run_1/placement_by_type.png
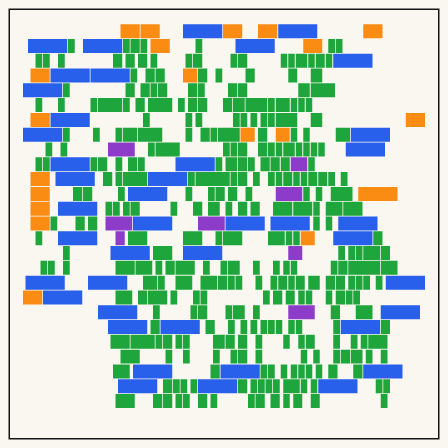
run_1/placement.png
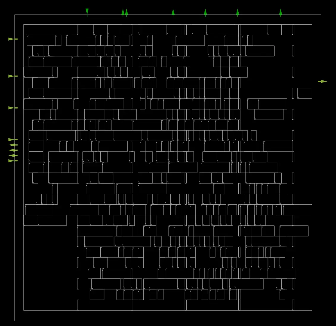
run_1/cell_density.png
8 x 8 tiles, from white (low) to dark blue (high), 0 to 100% covered.
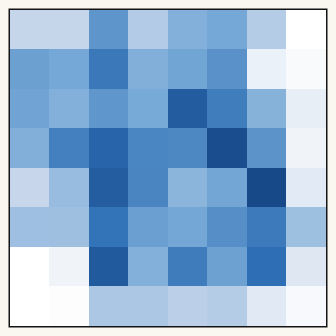
run_1/flops_by_reg.png
The bar under the picture is 20 um long.
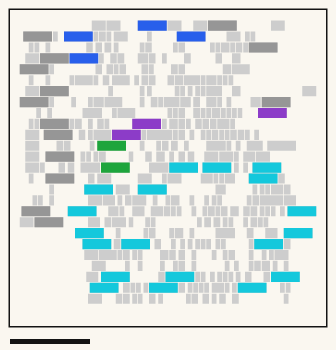
[config.mk]
export PLATFORM = sky130hd
export DESIGN_NAME = startup_sequencer
export DESIGN_NICKNAME = d
export VERILOG_FILES = /design/src/rtl/startup_seq_pkg.sv /design/src/rtl/ready_sync.sv /design/src/rtl/startup_sequencer.sv
export SDC_FILE = /design/constraint.sdc
export NUM_CORES = 1
export LEC_CHECK = 0
export ABC_AREA = 1
export CAP_MARGIN = 40
export CORE_MARGIN = 2
export CORE_UTILIZATION = 45
export DETAILED_ROUTE_END_ITERATION = 12
export PLACE_DENSITY = 0.64
export SYNTH_ARGS = -nofsm -noshare
export SYNTH_HDL_FRONTEND = slang
export SYNTH_SLANG_ARGS = --single-unit
[constraint.sdc]
create_clock -name CLK_48MHZ -period 2.2 [get_ports CLK_48MHZ]
set_input_delay 0.66 -clock CLK_48MHZ [delete_from_list [all_inputs] [get_ports CLK_48MHZ]]
set_output_delay 0.66 -clock CLK_48MHZ [all_outputs]
set_load 0.02 [all_outputs]
[src/rtl/startup_seq_pkg.sv]
// Shared types and sizing helpers for the power-up sequencer.
// Holds the FSM state encoding and the width functions used to size the
// stage index, retry counter and shared cycle counter.
package startup_seq_pkg;

  // Sequencer states, 3-bit encoding
  typedef enum logic [2:0] {
    ST_IDLE   = 3'd0,
    ST_WAIT   = 3'd1,
    ST_SETTLE = 3'd2,
    ST_OFF    = 3'd3,
    ST_RUN    = 3'd4,
    ST_FAULT  = 3'd5
  } state_e;

  // Bits needed to index 'count' items, never less than one bit so the
  // ports stay legal when only one stage or zero retries are configured.
  function automatic int idx_width(input int count);
    return (count > 1) ? $clog2(count) : 1;
  endfunction

  // Bits needed by the shared cycle counter: it must hold the longer of
  // the READY timeout and the settle / off window without wrapping.
  function automatic int cnt_width(input int timeout_cycles, input int settle_cycles);
    int longest;
    longest = (timeout_cycles > settle_cycles) ? timeout_cycles : settle_cycles;
    return $clog2(longest + 1);
  endfunction

endpackage : startup_seq_pkg

[src/rtl/ready_sync.sv]
// Two-flop synchronizer bank for the per-subsystem READY handshakes.
// Each bit is synchronized independently; both stages clear on the
// synchronous clear so no stale READY survives a system reset.
module ready_sync #(
  parameter int WIDTH = 1
) (
  input  logic             clk,
  input  logic             clr,
  input  logic [WIDTH-1:0] d,
  output logic [WIDTH-1:0] q
);

  logic [WIDTH-1:0] meta_q;
  logic [WIDTH-1:0] sync_q;

  // Two back-to-back capture stages per bit, cleared together
  always_ff @(posedge clk) begin
    if (clr) begin
      meta_q <= '0;
      sync_q <= '0;
    end else begin
      meta_q <= d;
      sync_q <= meta_q;
    end
  end

  assign q = sync_q;

endmodule : ready_sync

[src/rtl/startup_sequencer.sv]
// Power-up sequencer: enables N_STAGES subsystems one at a time, waits for
// each READY handshake, retries on timeout and latches a sticky fault when
// the retries of a stage are exhausted. SYS_UP rises once every stage has
// been ready and settled.
//
// Build option: define STARTUP_SEQ_RUNTIME_MON_EN to keep watching READY
// after SYS_UP. A stage that stays not-ready for two consecutive cycles then
// drops SYS_UP and every ENABLE, and after an off-time of SETTLE_CYCLES the
// whole sequence restarts from stage 0. Without it RUN is terminal until
// RESET.
module startup_sequencer
  import startup_seq_pkg::*;
#(
  parameter int N_STAGES       = 4,
  parameter int SETTLE_CYCLES  = 48000,
  parameter int TIMEOUT_CYCLES = 480000,
  parameter int MAX_RETRIES    = 3
) (
  input  logic                                  CLK_48MHZ,
  input  logic                                  RESET,
  input  logic [N_STAGES-1:0]                   READY,
  output logic [N_STAGES-1:0]                   ENABLE,
  output logic                                  SYS_UP,
  output logic                                  FAULT,
  output logic [idx_width(N_STAGES)-1:0]        FAULT_STAGE,
  output logic [idx_width(MAX_RETRIES+1)-1:0]   RETRY_CNT
);

  localparam int KW = idx_width(N_STAGES);
  localparam int RW = idx_width(MAX_RETRIES + 1);
  localparam int CW = cnt_width(TIMEOUT_CYCLES, SETTLE_CYCLES);

  localparam logic [CW-1:0]       TIMEOUT_LAST = CW'(TIMEOUT_CYCLES - 1);
  localparam logic [CW-1:0]       SETTLE_LAST  = CW'(SETTLE_CYCLES - 1);
  localparam logic [KW-1:0]       LAST_STAGE   = KW'(N_STAGES - 1);
  localparam logic [RW-1:0]       RETRY_MAX    = RW'(MAX_RETRIES);
  localparam logic [N_STAGES-1:0] EN_ONE       = N_STAGES'(1);

  // Synchronized READY, three edges from pin to FSM decision
  logic [N_STAGES-1:0] ready_s;

  ready_sync #(
    .WIDTH (N_STAGES)
  ) u_ready_sync (
    .clk (CLK_48MHZ),
    .clr (RESET),
    .d   (READY),
    .q   (ready_s)
  );

  state_e              state_q,       state_d;
  logic [KW-1:0]       k_q,           k_d;
  logic [CW-1:0]       cnt_q,         cnt_d;
  logic [N_STAGES-1:0] enable_q,      enable_d;
  logic                sys_up_q,      sys_up_d;
  logic                fault_q,       fault_d;
  logic [KW-1:0]       fault_stage_q, fault_stage_d;
  logic [RW-1:0]       retry_q,       retry_d;

`ifdef STARTUP_SEQ_RUNTIME_MON_EN
  // restart_q marks an IDLE entered from RUN, which must hold off for the
  // settle window; low_q remembers which stages were not ready last cycle.
  logic                restart_q,     restart_d;
  logic [N_STAGES-1:0] low_q,         low_d;
`endif

  // Only the stage currently being sequenced is looked at; earlier stages
  // stay enabled and their READY is ignored until RUN.
  logic stage_ready;
  assign stage_ready = ready_s[k_q];

  // Next-state and next-output decode for the sequencer FSM and counter
  always_comb begin
    // NOTE: every _d gets its hold value first so no path through the case
    // leaves a variable unassigned, which would otherwise infer a latch.
    state_d       = state_q;
    k_d           = k_q;
    cnt_d         = cnt_q + 1'b1;
    enable_d      = enable_q;
    sys_up_d      = sys_up_q;
    fault_d       = fault_q;
    fault_stage_d = fault_stage_q;
    retry_d       = retry_q;
`ifdef STARTUP_SEQ_RUNTIME_MON_EN
    restart_d     = restart_q;
    low_d         = '0;
`endif

    unique case (state_q)
      ST_IDLE: begin
`ifdef STARTUP_SEQ_RUNTIME_MON_EN
        if (!restart_q || (cnt_q == SETTLE_LAST)) begin
`else
        begin
`endif
          state_d  = ST_WAIT;
          k_d      = '0;
          retry_d  = '0;
          enable_d = EN_ONE;
`ifdef STARTUP_SEQ_RUNTIME_MON_EN
          restart_d = 1'b0;
`endif
        end
      end

      ST_WAIT: begin
        // A READY arriving on the timeout cycle still counts as success
        if (stage_ready) begin
          state_d = ST_SETTLE;
        end else if (cnt_q == TIMEOUT_LAST) begin
          if (retry_q < RETRY_MAX) begin
            state_d       = ST_OFF;
            enable_d[k_q] = 1'b0;
          end else begin
            state_d       = ST_FAULT;
            enable_d      = '0;
            fault_d       = 1'b1;
            fault_stage_d = k_q;
          end
        end
      end

      ST_SETTLE: begin
        // Losing READY restarts the wait without spending a retry
        if (!stage_ready) begin
          state_d = ST_WAIT;
        end else if (cnt_q == SETTLE_LAST) begin
          if (k_q == LAST_STAGE) begin
            state_d  = ST_RUN;
            sys_up_d = 1'b1;
          end else begin
            state_d  = ST_WAIT;
            k_d      = k_q + 1'b1;
            retry_d  = '0;
            enable_d = enable_q | (EN_ONE << k_d);
          end
        end
      end

      ST_OFF: begin
        // The retry is charged when the stage is powered again
        if (cnt_q == SETTLE_LAST) begin
          state_d       = ST_WAIT;
          retry_d       = retry_q + 1'b1;
          enable_d[k_q] = 1'b1;
        end
      end

      ST_RUN: begin
`ifdef STARTUP_SEQ_RUNTIME_MON_EN
        // A stage not ready on two consecutive cycles tears the system down
        low_d = ~ready_s;
        if (|(low_q & ~ready_s)) begin
          state_d   = ST_IDLE;
          k_d       = '0;
          retry_d   = '0;
          enable_d  = '0;
          sys_up_d  = 1'b0;
          restart_d = 1'b1;
          low_d     = '0;
        end
`endif
      end

      ST_FAULT: begin
        // Sticky: only RESET leaves this state
      end

      default: begin
        state_d  = ST_IDLE;
        enable_d = '0;
        sys_up_d = 1'b0;
      end
    endcase

    // The counter restarts on every state entry and idles in the end states
    if (state_d != state_q) begin
      cnt_d = '0;
    end else if ((state_q == ST_RUN) || (state_q == ST_FAULT)) begin
      cnt_d = cnt_q;
    end
  end

  // State, counter and registered outputs, synchronous reset
  always_ff @(posedge CLK_48MHZ) begin
    // NOTE: sequential state uses non-blocking assignments so every flop
    // samples the pre-edge values, independent of statement order.
    if (RESET) begin
      state_q       <= ST_IDLE;
      k_q           <= '0;
      cnt_q         <= '0;
      enable_q      <= '0;
      sys_up_q      <= 1'b0;
      fault_q       <= 1'b0;
      fault_stage_q <= '0;
      retry_q       <= '0;
`ifdef STARTUP_SEQ_RUNTIME_MON_EN
      restart_q     <= 1'b0;
      low_q         <= '0;
`endif
    end else begin
      state_q       <= state_d;
      k_q           <= k_d;
      cnt_q         <= cnt_d;
      enable_q      <= enable_d;
      sys_up_q      <= sys_up_d;
      fault_q       <= fault_d;
      fault_stage_q <= fault_stage_d;
      retry_q       <= retry_d;
`ifdef STARTUP_SEQ_RUNTIME_MON_EN
      restart_q     <= restart_d;
      low_q         <= low_d;
`endif
    end
  end

  assign ENABLE      = enable_q;
  assign SYS_UP      = sys_up_q;
  assign FAULT       = fault_q;
  assign FAULT_STAGE = fault_stage_q;
  assign RETRY_CNT   = retry_q;

endmodule : startup_sequencer

==> impl_metrics.toml, run 1 <==
# implementation run metrics
[run_status]
status = "finished, final reports clean"

[worst_setup_path]
cp_num_buf_inv = 1
crit_path_end_kind = "output port"
rr_worst_depth = 10
r2r-end = "cnt_q[11]$_SDFFE_PP0P_"
rrSetupSlack_ns = 0.26
critPathTopFamily = "buffers and inverters"
crit_path_max_incr_delay_ns = 0.62
crit_chain = "clkdlybuf4s50_1"
critPathKind = "flop to output port"
r2r_start = "k_q[0]$_SDFFE_PP0P_"
critPathCapture = "ENABLE[0]"
cp_data_required_time_ns = 1.54

[final_layout]
n_antenna_cell = 0
mostFrequentLayoutCells = "nand2_1, nor2_1, inv_1"
fillers = 573
drive_gt1_share_pct = 11.3
largest_reg_flops = 19
lay_top_count = "nand2_1"
area_growth_pct = 13.1

[cts]
numCtsBuffers = 5
clock_latency_ns = 0.30
cts_sinks = 42
cts-resized-gates = 0
cts_setup_buffers = 0
root_buffer = "clkbuf_8"

[logic_synthesis]
edf_count = 0
area_leaders = "dfxtp_1, nand2_1, nor2_1"
avgSynthCellArea_um2 = 6.78
synth_area_mm2 = 0.00251
synthArstFlopShare_pct = 0
flop_cell = "dfxtp_1"
ys_warn_count = 0
synthesis.nets = 383
yosys-stat-area_mm2 = 0.00251
yosysTopAreaCell = "dfxtp_1"

[power_and_ir_drop]
pwr_density_cell_mw_per_mm2 = 640
swShare_pct = 34.2
power_frac_seq_pct = 46.9
clkPwrFrac_pct = 27.6
intPower_mw = 1.19
combPwrFrac_pct = 25.5
power.leakage_nw = 1.19

[routing]
drc = 0
routed-via-count = 2286
drt_wl_total_mm = 5.39
wl_per_cell_um = 11.6
via_per_inst = 4.94
dr.pass1.iters = 4
ant_nets = 0
first_iter_violations = 173

[final_timing]
finalHoldViolations = 0
slew_viol_final = 0
rsz0062_at_grt = "no"
setup_violations = 0
finClkSkew_ns = 0.00978
worstMarginPinSlew_ns = 0.310
period_needed_ns = 1.95

[min_path]
min_from = "u_ready_sync.meta_q[1]$_SDFF_PP0_"
hp-class = "flop to flop"
hold_depth = 2

[placed_design]
dpl.hpwl_mm = 4.10

[job]
log.warning_count = 30

[die]
die-area_mm2 = 0.00619
fp-utilization_pct = 46.1
die_x_um = 78.7
io_pins = 16
die_y_um = 78.7
rows = 27

[global_route]
grt.total_usage_pct = 19.3
grt_pass1_vias = 2185
## Picture notes: placement_by_type.png
[sequential cells] blue | cells: 42
[clock drivers and dummy loads] purple | cells: 8
[combinational and other logic] green | cells: 321
[remaining buffers and delay cells] orange | cells: 20

## Picture notes: placement.png
final core utilization: 52.2%
Core Area: 0.00544 mm^2

## Picture notes: cell_density.png
nearly empty tiles: 6.2%
fullest tile: 90%
tiles over 75% full: 11%
mean over tiles: 44%
densest ninth of the die: middle

## Picture notes: flops_by_reg.png
[`ENABLE`] blue | flops: 4
[`k_q`] green | flops: 2
[`state_q`] purple | flops: 3
[`cnt_q`] cyan | flops: 19
not colored: 14

[run 1: metal layers]
| metal | track usage (%) | share of wire [%] |
|---|---|---|
| met4 | 5.44 | 1.2 |
| met1 | 27.2 | 53 |
| met5 | 0 | 0 |
| met3 | 3.45 | 2.4 |
| met2 | 30.3 | 44 |
[run 1: per-stage QoR]
step / setup slack, ns / power [mW] / instances / hold WS (ns)
after floorplan: 0.472 / 1.21 / 370 / 0.388
after global placement: 0.252 / 1.32 / 455 / 0.389
after detailed placement: 0.169 / 1.33 / 455 / 0.396
after CTS: 0.234 / 1.84 / 463 / 0.410
after global routing: 0.0272 / 1.95 / 463 / 0.419
final: 0.248 / 1.82 / 463 / 0.407
[run 1: final cells by class]
class	instances	area (um^2)	area share, %
multi-input combinational	268	1420	49.9
sequential	42	841	29.6
timing repair buffer	20	200	7.05
inverter	53	200	7.05
tap	72	90.1	3.17
clock buffer	5	68.8	2.43
clock inverter	3	21.3	0.750
[run 1: cells by family after synthesis]
| group | count (synthesis) | share of synthesized area (%) |
|---|---|---|
| AOI/OAI and AO/OA | 32 | 6.68 |
| xor gates and xnor gates | 11 | 3.84 |
| adders and majority gates | 7 | 3.49 |
| buffers and inverters | 60 | 10.2 |
| DFF | 42 | 33.5 |
| muxes | 2 | 0.798 |
| and+or+nand+nor | 216 | 41.5 |
[run 1: power groups by stage]
stage	Clock (mW)	Sequential [mW]	Combinational, mW
floorplan	0	0.877	0.334
global placement	0	0.866	0.453
detailed placement	0	0.868	0.462
CTS	0.525	0.850	0.464
global route	0.559	0.860	0.533
finish	0.501	0.851	0.464
## Run 2: what changed since run 1
Settings changed: CTS_CLUSTER_SIZE set to 16.
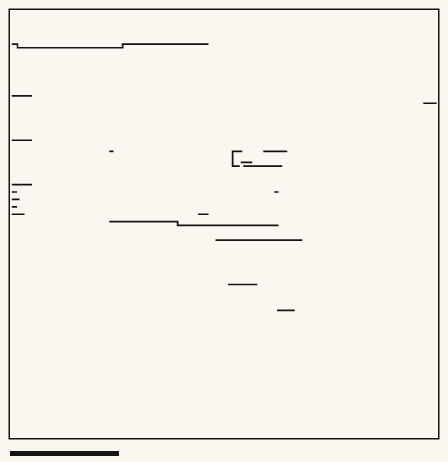
run_2/layer_met3.png
The bar under the picture is 20 um long.
longest straight run: 19.3 um
main direction: horizontal
share of all routed wire: 2.4%

==> run 2 against run 1 <==
Count of clock-buffer cells in the layout did not move. Critical path type unchanged. Setup slack stayed put. Largest power group unchanged. Critical path depth stayed put. Clock skew did not move. Worst hold slack did not move. Global-route usage stayed put. Sequential cell count unchanged. Combinational power hardly changed. First-iteration DRC count stayed put. Die area unchanged.
==> impl_metrics.toml, run 2 <==
# implementation run metrics
[final_timing]
layout_worst_path_cycle_share_pct = 88.7
finClkSkew_ns = 0.00978
finalHoldViolations = 0
slew_viol_final = 0
setup_violations = 0
fin_ws_ns = 0.248
whs_ns = 0.407
worstMarginPinSlew_ns = 0.310
fin_tns_setup_ns = 0
max_slew_margin_pct = 79.2
period_needed_ns = 1.95
rsz0062_at_grt = "no"
max_freq_ghz = 0.512

[die]
die_y_um = 78.7
die-area_mm2 = 0.00619
io_pins = 16
rows = 27
core_mm2 = 0.00544
fp-utilization_pct = 46.1
die_x_um = 78.7

[final_layout]
mostFrequentLayoutCells = "nand2_1, nor2_1, inv_1"
regMostFlops = "cnt_q"
lay_top_count = "nand2_1"
n_antenna_cell = 0
final_cells = 463
final_nets = 403
drive_gt1_share_pct = 11.3
area_growth_pct = 13.1
fin_util_pct = 52.2
largest_reg_flops = 19
fin_area_mm2 = 0.00284

[worst_setup_path]
rr_worst_depth = 10
crit_chain = "clkdlybuf4s50_1"
r2r-end = "cnt_q[11]$_SDFFE_PP0P_"
rrSetupSlack_ns = 0.26
crit_path_end_kind = "output port"
slowest_stage = "clkdlybuf4s50_1"
crit_path_start = "ENABLE[0]$_SDFFE_PP0P_"
cp_num_buf_inv = 1
critPathTopFamily = "buffers and inverters"
crit_path_max_incr_delay_ns = 0.62
r2r_start = "k_q[0]$_SDFFE_PP0P_"
cp_data_required_time_ns = 1.54
critPathCapture = "ENABLE[0]"
cp.depth = 1
critPathKind = "flop to output port"
critPathMaxFanout = 4
cp-start-kind = "flop"
cp.arrival_ns = 1.29

[logic_synthesis]
ys_sh_adder_pct = 3.49
yosysTopAreaCell = "dfxtp_1"
yosys.area_share.xor_xnor_pct = 3.84
synthesis.nets = 383
edf_count = 0
synthMuxAreaShare_pct = 0.798
top_cells_by_count = "nand2_1, nor2_1, inv_1"
top_cell_area_share_pct = 33.5
aoi_share_pct = 6.68
ys_ff = 42
ys_seq_share_pct = 33.5
synthCells = 370
yosys.area_share.simple_pct = 41.5
flop_cell = "dfxtp_1"
synthTopLogicFamily = "simple AND/OR/NAND/NOR gates"
synth.most_common_cell = "nand2_1"
avgSynthCellArea_um2 = 6.78
ys_warn_count = 0
yosys-stat-area_mm2 = 0.00251
yosys-stat-cells = 370
area_leaders = "dfxtp_1, nand2_1, nor2_1"
synth_area_mm2 = 0.00251
synthArstFlopShare_pct = 0
ys_types = 32

[power_and_ir_drop]
ir_drop_v = 0.000435
pwr_density_cell_mw_per_mm2 = 640
p_total_mw = 1.82
power.leakage_nw = 1.19

[routing]
drc = 0
via_per_inst = 4.94
ant_nets = 0
dr.pass1.iters = 4
drt_wl_total_mm = 5.39
routed-via-count = 2286
wl_per_cell_um = 11.6
first_iter_violations = 173

[cts]
root_buffer = "clkbuf_8"
cts_sinks = 42
numCtsBuffers = 5
cts_tree = "yes"
clk_pin_slew_ns = 0.09
cts_buffer_depth = 2
htreeDepth = 2
cts_hold_buf = 0
clock_latency_ns = 0.30

[min_path]
hold_depth = 2
hp-class = "flop to flop"

[global_route]
grt-ovfl-total = 0
grt.total_usage_pct = 19.3
grt_pass1_wl_mm = 9.66
grt_pass1_vias = 2185
grt_max_degree = 20
antenna_found_initial = 0

[placed_design]
dpl.hpwl_mm = 4.10
place.gp.congestion = 0.892
io_buffers = 15
pre_cts_ws_ns = 0.169
dp_cells = 455
placed_area_mm2 = 0.00275

[run_status]
status = "finished, final reports clean"

[job]
log.warning_count = 30
max_cap_viol_count = 0
-- run 2: cell counts after synthesis --
No cell type changed its count.
-- run 2: power by group --
group | total, mW | switching (mW) | internal [mW]
Clock | 0.501 | 0.278 | 0.223
Combinational | 0.464 | 0.297 | 0.167
Sequential | 0.851 | 0.0469 | 0.804
-- run 2: final cells by class --
cell class,instances,area (um^2)
fill,573,2600
multi-input combinational,268,1420
sequential,42,841
timing repair buffer,20,200
inverter,53,200
tap,72,90.1
clock buffer,5,68.8
clock inverter,3,21.3
-- run 2: routing by layer --
layer  up-vias  GRT usage [%]  share of wire, %
li1       1219              -                 -
met4         0           5.44               1.2
met5         -              0                 0
met2        27           30.3                44
met1      1033           27.2                53
met3         7           3.45               2.4
-- run 2: worst min path at each step --
stage | start | end | slack (ns)
finish | u_ready_sync.meta_q[1]$_SDFF_PP0_ | u_ready_sync.q[1]$_SDFF_PP0_ | 0.41
global route | u_ready_sync.meta_q[3]$_SDFF_PP0_ | u_ready_sync.q[3]$_SDFF_PP0_ | 0.42
CTS | u_ready_sync.meta_q[1]$_SDFF_PP0_ | u_ready_sync.q[1]$_SDFF_PP0_ | 0.41
detailed placement | u_ready_sync.meta_q[1]$_SDFF_PP0_ | u_ready_sync.q[1]$_SDFF_PP0_ | 0.40
global placement | u_ready_sync.meta_q[1]$_SDFF_PP0_ | u_ready_sync.q[1]$_SDFF_PP0_ | 0.39
floorplan | u_ready_sync.meta_q[0]$_SDFF_PP0_ | u_ready_sync.q[0]$_SDFF_PP0_ | 0.39
-- run 2: repair_timing --
item	4_1_cts	5_1_grt
resized	0	1
setup buffers	0	0
setup endpoints to repair	0	2
No activity file was given, so power comes from the tool's default toggle rates.
